===== src/rtl/sram_arbiter_pkg.sv =====
// rtl/sram_arbiter_pkg.sv - shared FSM state type and default widths for the SRAM arbiter
package sram_arbiter_pkg;

  localparam int DEF_DATA_WIDTH = 3;
  localparam int DEF_ADDR_WIDTH = 4;

  typedef enum logic [1:0] {
    ST_IDLE    = 2'd0,
    ST_WRITE   = 2'd1,
    ST_READ    = 2'd2,
    ST_CAPTURE = 2'd3
  } state_t;

endpackage


===== src/rtl/rr_arbiter2.sv =====
// rtl/rr_arbiter2.sv - two-way round-robin grant with a last-grant register
module rr_arbiter2 (
  input  logic       clk,
  input  logic       rst_n,
  input  logic [1:0] valid,
  input  logic       update,
  output logic [1:0] grant
);

  // Index of the requester granted most recently; reset to 1 so requester 0 wins the first tie.
  logic last_grant;

  // A lone requester wins outright; on a tie the requester not served last wins.
  always_comb begin
    grant = 2'b00;
    case (valid)
      2'b01:   grant = 2'b01;
      2'b10:   grant = 2'b10;
      2'b11:   grant = last_grant ? 2'b01 : 2'b10;
      default: grant = 2'b00;
    endcase
  end

  // Remember the winner only when its request is actually accepted.
  always_ff @(posedge clk or negedge rst_n) begin
    if (!rst_n) begin
      last_grant <= 1'b1;
    end else if (update) begin
      last_grant <= grant[1];
    end
  end

endmodule


===== src/rtl/sram_arbiter.sv =====
// rtl/sram_arbiter.sv - two-requester arbiter driving an asynchronous single-port SRAM
module sram_arbiter
  import sram_arbiter_pkg::*;
#(
  parameter int DATA_WIDTH = DEF_DATA_WIDTH,
  parameter int ADDR_WIDTH = DEF_ADDR_WIDTH
) (
  input  logic                    clk,
  input  logic                    rst_n,
  input  logic [1:0]              req_valid,
  output logic [1:0]              req_ready,
  input  logic [1:0]              req_we,
  input  logic [2*ADDR_WIDTH-1:0] req_addr,
  input  logic [2*DATA_WIDTH-1:0] req_wdata,
  output logic [1:0]              rsp_rvalid,
  output logic [DATA_WIDTH-1:0]   rsp_rdata,
  output logic [1:0]              rsp_wdone,
  output logic [ADDR_WIDTH-1:0]   sram_addr,
  output logic                    sram_csb,
  output logic                    sram_web,
  output logic                    sram_oeb,
  output logic [DATA_WIDTH-1:0]   sram_wdata,
  output logic                    sram_wdata_en,
  input  logic [DATA_WIDTH-1:0]   sram_rdata
);

  state_t                  state;
  logic [1:0]              grant;
  logic [1:0]              owner;
  logic                    fire;
  logic                    win;
  logic                    sel_we;
  logic [ADDR_WIDTH-1:0]   sel_addr;
  logic [DATA_WIDTH-1:0]   sel_wdata;

  rr_arbiter2 u_rr (
    .clk    (clk),
    .rst_n  (rst_n),
    .valid  (req_valid),
    .update (fire),
    .grant  (grant)
  );

  // Ready is offered only in IDLE, only to the winner, and never while reset is held.
  always_comb begin
    req_ready = 2'b00;
    if (state == ST_IDLE && rst_n) begin
      req_ready = grant;
    end
  end

  assign fire      = |req_ready;
  assign win       = grant[1];
  assign sel_we    = win ? req_we[1] : req_we[0];
  assign sel_addr  = win ? req_addr[2*ADDR_WIDTH-1:ADDR_WIDTH] : req_addr[ADDR_WIDTH-1:0];
  assign sel_wdata = win ? req_wdata[2*DATA_WIDTH-1:DATA_WIDTH] : req_wdata[DATA_WIDTH-1:0];

  // Operation sequencer: every SRAM control and response is a register updated here.
  always_ff @(posedge clk or negedge rst_n) begin
    if (!rst_n) begin
      state         <= ST_IDLE;
      owner         <= 2'b00;
      sram_addr     <= '0;
      sram_wdata    <= '0;
      sram_csb      <= 1'b1;
      sram_web      <= 1'b1;
      sram_oeb      <= 1'b1;
      sram_wdata_en <= 1'b0;
      rsp_rvalid    <= 2'b00;
      rsp_wdone     <= 2'b00;
      rsp_rdata     <= '0;
    end else begin
      rsp_rvalid <= 2'b00;
      rsp_wdone  <= 2'b00;
      case (state)
        ST_IDLE: begin
          if (fire) begin
            owner     <= grant;
            sram_addr <= sel_addr;
            sram_csb  <= 1'b0;
            if (sel_we) begin
              state         <= ST_WRITE;
              sram_web      <= 1'b0;
              sram_oeb      <= 1'b1;
              sram_wdata_en <= 1'b1;
              sram_wdata    <= sel_wdata;
            end else begin
              state         <= ST_READ;
              sram_web      <= 1'b1;
              sram_oeb      <= 1'b0;
              sram_wdata_en <= 1'b0;
            end
          end
        end
        ST_WRITE: begin
          // SRAM latches the word on this edge; release the bus and report completion.
          state         <= ST_IDLE;
          sram_csb      <= 1'b1;
          sram_web      <= 1'b1;
          sram_oeb      <= 1'b1;
          sram_wdata_en <= 1'b0;
          rsp_wdone     <= owner;
        end
        ST_READ: begin
          // Give the SRAM a full cycle of access time before sampling.
          state <= ST_CAPTURE;
        end
        ST_CAPTURE: begin
          state      <= ST_IDLE;
          rsp_rdata  <= sram_rdata;
          rsp_rvalid <= owner;
          sram_csb   <= 1'b1;
          sram_oeb   <= 1'b1;
        end
        default: begin
          state <= ST_IDLE;
        end
      endcase
    end
  end

endmodule


===== config.mk =====
export PLATFORM = sky130hd
export DESIGN_NAME = sram_arbiter
export DESIGN_NICKNAME = d
export VERILOG_FILES = /design/src/rtl/sram_arbiter_pkg.sv /design/src/rtl/rr_arbiter2.sv /design/src/rtl/sram_arbiter.sv
export SDC_FILE = /design/constraint.sdc
export NUM_CORES = 1
export LEC_CHECK = 0
export CAP_MARGIN = 25
export CORE_MARGIN = 3
export CORE_UTILIZATION = 41
export DETAILED_ROUTE_END_ITERATION = 16
export PLACE_DENSITY = 0.79
export SLEW_MARGIN = 20
export SYNTH_ARGS = -nofsm -noshare
export SYNTH_HDL_FRONTEND = slang
export SYNTH_SLANG_ARGS = --single-unit

===== constraint.sdc =====
create_clock -name clk -period 1.59 [get_ports clk]
set_input_delay 0.2385 -clock clk [delete_from_list [all_inputs] [get_ports clk]]
set_output_delay 0.2385 -clock clk [all_outputs]
set_load 0.05 [all_outputs]

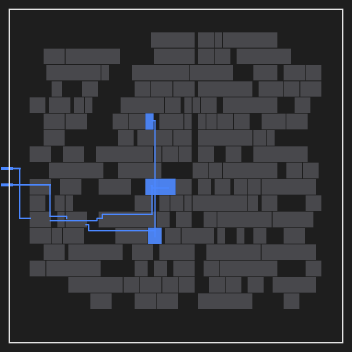
(run_1/port_nets.png)
Scale: 6 px per um.
legend:
  blue:
    port: req_we
    direction: input
    end_cells: 4
    wire: 84.3 um
Ports: 43
count of input and output buffers: 42

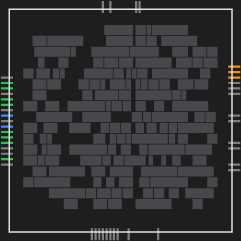
(run_1/pins.png)
Scale: 4 px per um. Pins as bars across the die edge, other pins in grey.
legend:
  orange:
    port: sram_rdata
    pins: 3
    direction: input
    edge: right
  blue:
    port: req_we
    pins: 2
    direction: input
    edge: left
  green:
    port: req_addr
    pins: 8
    direction: input
    edge: left
all pins by edge: 17 left, 12 right, 10 bottom, 4 top

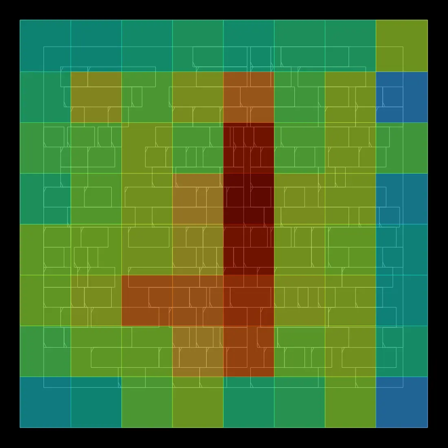
(run_1/final_congestion.png)
Finished Core Util: 0.724
met3 Use GR: 0.0537

==> run_results.csv, run 1 <==
group,metric,value,unit
run_status,status,"finished, violations left",
run_status,violations,"setup timing",
logic_synthesis,topCombFamilyByArea,"AND-OR/OR-AND gates",
worst_setup_path,r2r_end,"owner[1]",
final_layout,nets,167,
final_layout,top_regs,"sram_addr: 4 flops, rsp_rdata: 3 flops, sram_wdata: 3 flops",
route,viasPerCell,4.93,
die,fp_util,0.442,
min_path,min_path_type,"primary input to async pin",
power_and_ir_drop,power,3.34,mW
die,std_cell_rows,17,
logic_synthesis,synthTopCellsByCount,"dfrtp_1 (19), nand2_1 (11), dfstp_2 (4), mux2i_1 (4), nor2_1 (4)",
worst_setup_path,critical-path-max-stage-delay,440,ps
logic_synthesis,yosysChipArea,997,um2
logic_synthesis,yosys.cell_count.top_type,"dfrtp_1",
final_layout,largest_reg_flops,4,
route,route.detailed.drc,0,
worst_setup_path,start_kind,"flop",
grt,grt_antenna_before_repair,0,
power_and_ir_drop,p_per_area,2040,nW/um2
cts,cts_hold_buf,0,
grt,grt_max_degree,24,
route,routed.top_layer,"met4",
power_and_ir_drop,max-vdd-ir-drop,1.56,mV
worst_setup_path,crit_arrival,1450,ps
cts,numCtsBuffers,3,
grt,grtUsageTotal,0.175,
logic_synthesis,avgSynthCellArea,12.5,um2
final_layout,n_antenna_cell,0,
logic_synthesis,yosysWarnings,0,
logic_synthesis,fa_ha_area_frac,0,
die,chipArea,3060,um2
timing,hold_viol,0,
grt,grt_pass1_vias,935,
cts,cts_tree,"yes",
logic_synthesis,async_flop_share,1.00,
logic_synthesis,synth_area,997,um2
logic_synthesis,muxShareOfSynthArea,0.0740,
route,wl_per_cell,14.8,um
logic_synthesis,topCellsByArea,"dfrtp_1 (48%), dfstp_2 (11%), a2bb2oi_2 (4.5%), nand2_1 (4.1%), mux2i_1 (4.0%)",
cts,clk_path_buf_depth,2,
route,drtIter0Drc,7,
logic_synthesis,aoi_share,0.178,
power_and_ir_drop,leakagePower,0.767,nW
timing,worst_slack,-100,ps
final_layout,final_layout_size_suffix_gt1_frac,0.406,
final_layout,area_delta_synth_final,63.7,%
place,pre_cts_ws,-170,ps
grt,grt_pass1_wl,4.30,mm
route,ant_nets,0,
place,dp.cells,161,
die,core,2250,um2
route,drt-total-wl,2.53,mm
place,dpl.hpwl,1.91,mm
cts,path_clk_slew,130,ps
worst_setup_path,reg2reg_from,"state[1]",
route,wl_met1,945,um
die,die-height,55.3,um
cts,worstSkewPairLatency,320,ps
worst_setup_path,worst-setup-path-type,"flop to output port",
logic_synthesis,ys_cells,80,
route,drt_first_pass_iters,3,
logic_synthesis,ys_sh_simple,0.151,
logic_synthesis,synth-edff-count,0,
logic_synthesis,top_area_frac,0.477,
logic_synthesis,ys_seq_frac,0.582,
job,cap_violations,0,
worst_setup_path,setup.worst_path.end_class,"output port",
timing,fin_skew,4.51,ps
grt,gr-total-overflow,0,
timing,relSlewSlack,0.773,
logic_synthesis,flop_cell,"dfrtp_1",
job,warnings,28,
worst_setup_path,crit_family,"simple AND/OR/NAND/NOR gates",
worst_setup_path,cp.buffers_inverters,1,
timing,fmax,592,MHz
timing,drv_slew,0,
timing,tightest_slew,340,ps
logic_synthesis,synth_cell_type_count,27,
logic_synthesis,netlist_instances,80,
timing,min_period,1690,ps
route,route.met2.wl,1.32,mm
cts,clock-root-buffer,"clkbuf_4",
final_layout,top_register,"sram_addr",
route,met3_length,207,um
place,place_congestion,0.727,
route,vias,843,
worst_setup_path,crit_slowest_cell,"dfrtp_1",
worst_setup_path,ff2ff_setup_slack,0,ps
logic_synthesis,top_area_cell,"dfrtp_1",
worst_setup_path,cp_max_fo,4,
final_layout,layout.cells.non_filler,171,
worst_setup_path,crit_required,1350,ps
timing,final-setup-viol-count,3,
die,dieWidth,55.3,um
worst_setup_path,worstRegToRegCells,8,
cts,cts_max_level,1,
timing,rsz0062_at_grt,"true",
worst_setup_path,path_cells,"nor3b_4 -> nand2_2 -> nor2_4 -> buf_12",
logic_synthesis,synthesis.nets,103,
timing,fin_setup_tns,-174,ps
cts,cts_num_sinks,23,
logic_synthesis,ys_seq_elements,23,
timing,fin_crit_sh,1.06,
logic_synthesis,xor_share,0,
==> run 1: area by class of cell <==
cell class	instances	area, um2
Timing Repair Buffer	60	568
Inverter	1	3.75
Fill cell	168	622
Sequential cell	23	581
Multi-Input combinational cell	55	419
Clock buffer	4	26.3
Tap cell	28	35.0
==> run 1: metrics by stage <==
step	hold slack, ps	area (um2)
detailed placement	476	1550
global route	328	1630
global placement	469	1550
finish	297	1630
floorplan	-57.1	1000
CTS	319	1630
==> run 1: repair_timing <==
item	4_1_cts	5_1_grt
pin swaps	2	3
gates cloned	0	0
setup buffers	8	1
gates resized	1	3
endpoints found under the setup margin	2	15
==> run 1: layer usage <==
layer  track usage  up-vias
met4        0.0556        0
met3        0.0537        5
met5             0        -
li1              -      405
met2         0.307       34
met1         0.202      399
==> run 1: power breakdown <==
part | internal [mW] | switching, mW
registers | 0.877 | 0.191
logic | 0.819 | 1.17
clock network | 0.0983 | 0.180
total | 1.79 | 1.54
==> run 1: worst max-delay path by stage <==
| stage | startpoint | to | slack (ps) | depth (start not counted) |
|---|---|---|---|---|
| CTS | state[0] | req_ready[0] | -100 | 4 |
| finish | state[1] | req_ready[0] | -100 | 4 |
| global placement | rst_n | req_ready[0] | -90 | 5 |
| global route | state[1] | req_ready[0] | -190 | 4 |
| floorplan | state[0] | req_ready[0] | 40 | 4 |
| detailed placement | rst_n | sram_wdata[1] | -170 | 6 |
==> run 1: placed cells by master, fill, tap and decap left out, types with 2 or more instances in the layout <==
cell             count
nand2b_1             3
nor2_1               3
and3_1               2
buf_4               33
clkbuf_4             3
o21ai_0              2
o21ai_1              3
and2_1               2
nand2_1             10
clkdlybuf4s50_1     22
nor2b_1              3
dfstp_2              4
a21o_1               2
buf_12               5
a2bb2oi_2            3
mux2i_1              4
dfrtp_1             19
o22ai_1              3
mux2_2               3
==> run_1/registers.png <==
Scale: 4 px per um. Other sequential cells in the stronger grey, the rest of the logic in the fainter grey.
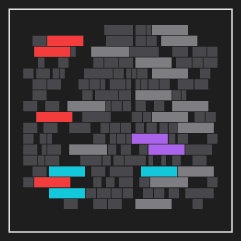

==> run 2: changes to the inputs <==
CORE_UTILIZATION = 42   (was 41)
DONT_BUFFER_PORTS = 1   (was unset)
PLACE_DENSITY = 0.57   (was 0.79)
SLEW_MARGIN = unset   (was 20)
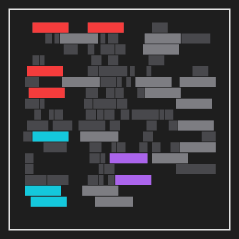
(run_2/registers.png)
Scale: 4 px per um. Other sequential cells in the stronger grey, the rest of the logic in the fainter grey.
legend:
  red:
    name_in_the_netlist: sram_addr
    placed_flops: 4
    where: top left
  purple:
    name_in_the_netlist: state
    placed_flops: 2
  cyan:
    name_in_the_netlist: sram_wdata
    placed_flops: 3
not coloured: 14

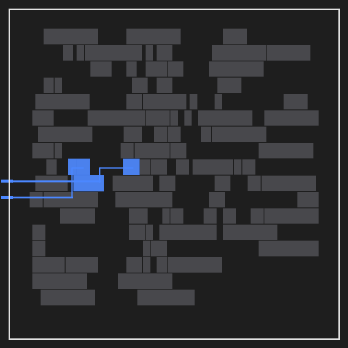
(run_2/port_nets.png)
Scale: 6 px per um.
legend:
  blue:
    port: req_we
    direction: input
    end_cells: 4
    wire: 39.0 um
count of input and output buffers: 0

==> run 2 against run 1 <==
Compared with the run above: the run still ends with setup timing left; count of clock-buffer cells in the layout unchanged; global-route usage decreased by 3.7 points; die size shrank 2.1%; clock power fell by 5%; critical path depth is the same; first-iteration DRC count down 86%; non-clock buffer count shrank 49; maximum frequency grew 3.1%; sequential power is 64% higher; synthesized cell count unchanged; largest power group is now registers.
==> run_results.csv, run 2 <==
group,metric,value,unit
run_status,status,"finished, violations left",
run_status,violations,"setup timing",
place,dp.cells,111,
timing,fin_crit_sh,1.03,
cts,clk_path_buf_depth,2,
worst_setup_path,worst-setup-path-type,"flop to output port",
logic_synthesis,muxShareOfSynthArea,0.0740,
final_layout,nets,118,
logic_synthesis,ys_seq_elements,23,
logic_synthesis,fa_ha_area_frac,0,
cts,cts_num_sinks,23,
logic_synthesis,netlist_instances,80,
worst_setup_path,cp.buffers_inverters,1,
min_path,min_from,"sram_rdata[2]",
cts,path_clk_slew,120,ps
logic_synthesis,topCellsByArea,"dfrtp_1 (48%), dfstp_2 (11%), a2bb2oi_2 (4.5%), nand2_1 (4.1%), mux2i_1 (4.0%)",
grt,grt_antenna_before_repair,0,
logic_synthesis,yosysWarnings,0,
timing,fmax,610,MHz
final_layout,layout_top_cell,"dfrtp_1",
final_layout,largest_reg_flops,4,
final_layout,regArea,582,um2
timing,fin_setup_tns,-48.7,ps
logic_synthesis,synthTopCellsByCount,"dfrtp_1 (19), nand2_1 (11), dfstp_2 (4), mux2i_1 (4), nor2_1 (4)",
route,drt-total-wl,1.91,mm
worst_setup_path,start_kind,"flop",
worst_setup_path,crit_arrival,1400,ps
timing,final-setup-viol-count,1,
job,warnings,28,
timing,relSlewSlack,0.667,
logic_synthesis,flop_cell,"dfrtp_1",
place,dpl.hpwl,1.40,mm
worst_setup_path,cp_max_fo,4,
logic_synthesis,synth-edff-count,0,
timing,drv_slew,0,
place,place_congestion,0.701,
final_layout,top_regs,"sram_addr: 4 flops, rsp_rdata: 3 flops, sram_wdata: 3 flops",
final_layout,top_register,"sram_addr",
timing,fin_skew,4.62,ps
power_and_ir_drop,leakagePower,0.545,nW
logic_synthesis,synth_area,997,um2
timing,min_period,1640,ps
final_layout,layout_top_cells,"dfrtp_1 (18), nand2_1 (9), buf_4 (7)",
min_path,hold_path_end,"rsp_rdata[2]",
timing,hold_viol,0,
final_layout,utilization,0.540,
cts,clock-root-buffer,"clkbuf_4",
logic_synthesis,synth_cell_type_count,27,
final_layout,n_antenna_cell,0,
route,ant_nets,0,
cts,cts_max_level,1,
route,route.detailed.drc,0,
route,wl_per_cell,15.7,um
worst_setup_path,critical-path-max-stage-delay,440,ps
min_path,min_path_type,"primary input to flop",
logic_synthesis,ys_cells,80,
logic_synthesis,aoi_share,0.178,
route,viasPerCell,5.33,
cts,numCtsBuffers,3,
die,ioPinCount,43,
die,chipArea,2990,um2
worst_setup_path,crit_slowest_cell,"dfrtp_2",
worst_setup_path,crit_family,"simple AND/OR/NAND/NOR gates",
grt,grt_pass1_vias,609,
grt,gr-total-overflow,0,
job,cap_violations,0,
min_path,min_path_cells,1,
power_and_ir_drop,max-vdd-ir-drop,1.33,mV
logic_synthesis,yosysChipArea,997,um2
logic_synthesis,avgSynthCellArea,12.5,um2
logic_synthesis,top_area_frac,0.477,
logic_synthesis,top_area_cell,"dfrtp_1",
final_layout,area_delta_synth_final,21.0,%
die,fp_util,0.446,
worst_setup_path,ff2ff_setup_slack,130,ps
logic_synthesis,yosys.cell_count.top_type,"dfrtp_1",
die,core,2230,um2
power_and_ir_drop,power,2.76,mW
place,pre_cts_ws,93.5,ps
logic_synthesis,ys_sh_simple,0.151,
final_layout,layout.cells.non_filler,122,
worst_setup_path,crit_required,1350,ps
final_layout,logic_area,429,um2
grt,grtUsageTotal,0.139,
worst_setup_path,setup.worst_path.end_class,"output port",
logic_synthesis,ys_seq_frac,0.582,
die,std_cell_rows,17,
route,vias,650,
final_layout,final_layout_size_suffix_gt1_frac,0.351,
worst_setup_path,worstRegToRegCells,5,
route,drt_first_pass_iters,3,
grt,grt_pass1_wl,2.88,mm
logic_synthesis,synthesis.nets,103,
timing,rsz0062_at_grt,"true",
power_and_ir_drop,p_per_area,2290,nW/um2
timing,hold_slack,70.0,ps
timing,worst_slack,-48.7,ps
cts,worstSkewPairLatency,310,ps
timing,tightest_slew,499,ps
worst_setup_path,r2r_end,"sram_wdata[0]",
logic_synthesis,topCombFamilyByArea,"AND-OR/OR-AND gates",
final_layout,num-fill-cells,206,
place,place_area,1080,um2
cts,cts_tree,"yes",
final_layout,final_area,1210,um2
worst_setup_path,reg2reg_from,"state[1]",
route,drtIter0Drc,1,
logic_synthesis,xor_share,0,
logic_synthesis,async_flop_share,1.00,
worst_setup_path,path_cells,"nor3b_4 -> nand2_2 -> nor2_4 -> buf_12",
grt,grt_max_degree,24,
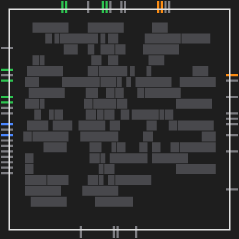
(run_2/pins.png)
Scale: 4 px per um. Pins as bars across the die edge, other pins in grey.
legend:
  green:
    port: req_addr
    pins: 8
    direction: input
    edge: 4 top, 4 left
  blue:
    port: req_we
    pins: 2
    direction: input
    edge: left
  orange:
    port: sram_rdata
    pins: 3
    direction: input
    edge: 2 top, 1 right
die width: 54.7 um
Die Y-Extent: 54.7 um

[run 2: cell families after synthesis]
logic type | count (synthesis)
compound gates | 20
buf+inv | 2
flops | 23
mux | 7
simple gates | 28
[run 2: per-layer routing]
| metal | share of wire | wire, um | up-vias | global-route usage |
|---|---|---|---|---|
| met3 | 0.10 | 198 | 5 | 0.0463 |
| met5 | 0 | 0 | - | 0 |
| met1 | 0.41 | 794 | 306 | 0.171 |
| li1 | - | - | 309 | - |
| met4 | 0.020 | 39 | 0 | 0.0747 |
| met2 | 0.46 | 882 | 30 | 0.211 |
[run 2: area by class of cell]
| class | count | area share |
|---|---|---|
| Multi-Input combinational cell | 55 | 0.356 |
| Clock buffer | 4 | 0.0218 |
| Timing Repair Buffer | 11 | 0.108 |
| Inverter | 1 | 0.00311 |
| Sequential cell | 23 | 0.482 |
| Tap cell | 28 | 0.0290 |
[run 2: worst max path at each step]
| stage | start | end | slack [ps] | cells past startpoint |
|---|---|---|---|---|
| global placement | state[1] | sram_wdata[1] | 140 | 4 |
| finish | state[1] | req_ready[0] | -50 | 4 |
| detailed placement | state[1] | sram_wdata[1] | 90 | 4 |
| CTS | state[0] | req_ready[1] | -30 | 4 |
| floorplan | state[0] | req_ready[0] | 40 | 4 |
| global route | state[1] | req_ready[0] | -120 | 4 |
[run 2: where the power goes]
group	switching [mW]	leakage [nW]	internal (mW)
registers	0.877	0.276	0.874
logic	0.353	0.255	0.396
clock network	0.166	0.0150	0.0979
[run 2: timing repair]
item	CTS	global route
cloned	0	0
buffers inserted	4	1
pin swaps	4	3
setup endpoints to repair	2	4
resized	4	4
hold buffers	1	0
hold endpoints to repair	23	0
Power is estimated from default activity; no workload was simulated.
